### src/rtl/advanced_wrapping_counter.sv
// Up/down modulo-RANGE counter with optional lap bit, synchronous load and wrap pulses.
// One cycle from sampled inputs to count; min/max decode the registered index directly.
module advanced_wrapping_counter #(
  parameter int RANGE        = 4,
  parameter int RESET_VALUE  = 0,
  parameter int LAP_BIT      = 1,
  localparam int WIDTH_NO_LAP = $clog2(RANGE),
  localparam int WIDTH        = WIDTH_NO_LAP + LAP_BIT
) (
  input  logic             clock,
  input  logic             reset,
  input  logic             load_enable,
  input  logic [WIDTH-1:0] load_count,
  input  logic             decrement,
  input  logic             increment,
  output logic [WIDTH-1:0] count,
  output logic             minimum,
  output logic             maximum,
  output logic             underflow,
  output logic             overflow
);

  localparam logic [WIDTH_NO_LAP-1:0] COUNT_MIN = '0;
  localparam logic [WIDTH_NO_LAP-1:0] COUNT_MAX = WIDTH_NO_LAP'(RANGE - 1);
  localparam logic [WIDTH_NO_LAP-1:0] RESET_IDX = WIDTH_NO_LAP'(RESET_VALUE);

  logic [WIDTH_NO_LAP-1:0] index_q, index_d;
  logic [WIDTH_NO_LAP-1:0] load_idx;
  logic                    overflow_q, overflow_d;
  logic                    underflow_q, underflow_d;
  logic                    lap_toggle;

  // Only a non-power-of-2 range has index codes beyond COUNT_MAX to clamp.
  generate
    if (RANGE == (1 << WIDTH_NO_LAP)) begin : g_no_sat
      assign load_idx = load_count[WIDTH_NO_LAP-1:0];
    end else begin : g_sat
      assign load_idx = (load_count[WIDTH_NO_LAP-1:0] > COUNT_MAX) ? COUNT_MAX
                                                                   : load_count[WIDTH_NO_LAP-1:0];
    end
  endgenerate

  always_comb begin
    index_d     = index_q;
    overflow_d  = 1'b0;
    underflow_d = 1'b0;
    lap_toggle  = 1'b0;
    if (load_enable) begin
      index_d = load_idx;
    end else if (increment && !decrement) begin
      if (index_q == COUNT_MAX) begin
        index_d    = COUNT_MIN;
        overflow_d = 1'b1;
        lap_toggle = 1'b1;
      end else begin
        index_d = index_q + WIDTH_NO_LAP'(1);
      end
    end else if (decrement && !increment) begin
      if (index_q == COUNT_MIN) begin
        index_d     = COUNT_MAX;
        underflow_d = 1'b1;
        lap_toggle  = 1'b1;
      end else begin
        index_d = index_q - WIDTH_NO_LAP'(1);
      end
    end
  end

  always_ff @(posedge clock) begin
    if (reset) begin
      index_q     <= RESET_IDX;
      overflow_q  <= 1'b0;
      underflow_q <= 1'b0;
    end else begin
      index_q     <= index_d;
      overflow_q  <= overflow_d;
      underflow_q <= underflow_d;
    end
  end

  generate
    if (LAP_BIT != 0) begin : g_lap
      logic lap_q, lap_d;

      always_comb begin
        lap_d = lap_q ^ lap_toggle;
        if (load_enable) begin
          lap_d = load_count[WIDTH-1];
        end
      end

      always_ff @(posedge clock) begin
        if (reset) begin
          lap_q <= 1'b0;
        end else begin
          lap_q <= lap_d;
        end
      end

      assign count = {lap_q, index_q};
    end else begin : g_no_lap
      assign count = index_q;
    end
  endgenerate

  assign minimum   = (index_q == COUNT_MIN);
  assign maximum   = (index_q == COUNT_MAX);
  assign overflow  = overflow_q;
  assign underflow = underflow_q;

endmodule

### config.mk
export PLATFORM = sky130hd
export DESIGN_NAME = advanced_wrapping_counter
export DESIGN_NICKNAME = d
export VERILOG_FILES = /design/src/rtl/advanced_wrapping_counter.sv
export SDC_FILE = /design/constraint.sdc
export NUM_CORES = 1
export LEC_CHECK = 0
export ABC_CLOCK_PERIOD_IN_PS = 1800
export CAP_MARGIN = 20
export CORE_AREA = 3 3 40 42
export CTS_CLUSTER_SIZE = 40
export DETAILED_ROUTE_END_ITERATION = 10
export DIE_AREA = 0 0 43 45
export GPL_ROUTABILITY_DRIVEN = 0
export HOLD_SLACK_MARGIN = 0.02
export SETUP_SLACK_MARGIN = 0.02
export SYNTH_ARGS = -nofsm -noshare
export SYNTH_HDL_FRONTEND = slang
export SYNTH_SLANG_ARGS = --single-unit
### constraint.sdc
create_clock -name clock -period 1.8 [get_ports clock]
set_input_delay 0.27 -clock clock [delete_from_list [all_inputs] [get_ports clock]]
set_output_delay 0.27 -clock clock [all_outputs]
set_load 0.005 [all_outputs]
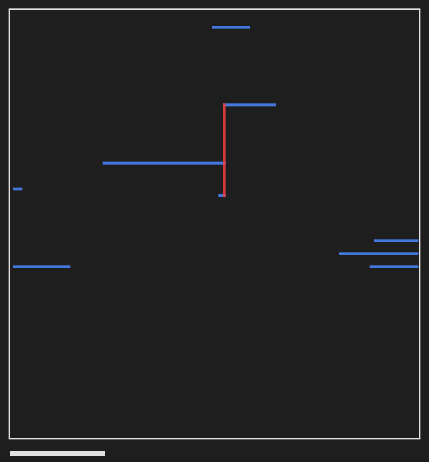
Fig. 1. Metal layers overlaid.
Bar = 10 um. Only two layers are drawn.
legend:
  red:
    layer: metal 4
    wire_length: 9.50 um
  blue:
    layer: metal 3
    wire_length: 45.5 um
gr usage total: 0.0758
final wirelength: 637 um
routed vias: 282
post-detailed-route wirelength per cell: 10.3 um

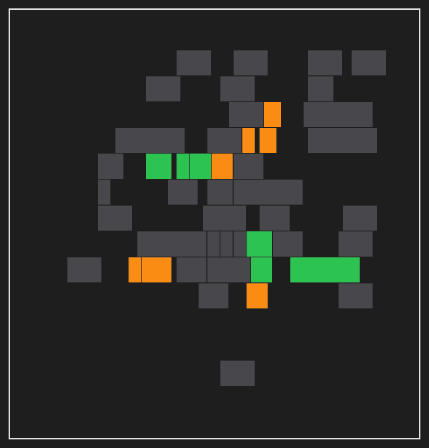
Fig. 2. Selected gate families.
legend:
  orange:
    family: NOR gates
    cells: 7
  green:
    family: NAND gates
    cells: 6
    most_used: nand3b_1
    where: middle

==> results.toml <==
# implementation run metrics
[power_and_ir_drop]
seq_cell_power_uw = 126
internal-power_uw = 257
ir_drop_mv = 0.262
switching_share = 0.247

[final_layout]
clock_cell_area_share = 0.0566
fillers = 133
nClkBuffers = 4
inverters = 3
area_growth_pct = 62.0
final_core_util = 0.361
design_area_um2 = 464
n_all_buffers = 14
comb_area_um2 = 168
lay_top_cells = "clkdlybuf4s50_1 (14), dfxtp_1 (5), inv_1 (3), clkbuf_4 (3)"

[outcome]
status = "complete, no violations"

[setup_path]
worstSetupPathType = "register to output port"
crit_cells = 3
cp-endpoint = "minimum"
critical-path-top-delay-family = "buffers and inverters"
rr_worst_depth = 4

[clock_tree]
cts.htree.levels = 1
cts_sinks = 5

[die]
initial_utilization = 0.223
dieArea_um2 = 1940
dieHeight_um = 45

[flow_run]
warnings = 27
cap_viol_max_count = 0

[yosys]
ys_seq_share = 0.349
yosys_warnings = 0
async_flop_share = 0
yosys_cells = 30
adder_share = 0.0873
top_cell_area_share = 0.349

[detailed_routing]
wl_met3_um = 45
drc = 0

[placed_design]
dp.cells = 58

[global_routing]
use_met1 = 0.0942
gr-total-overflow = 0

[timing]
finalSetupTns_ns = 0
fin_skew_ns = 0.000976
finalSetupViolations = 0
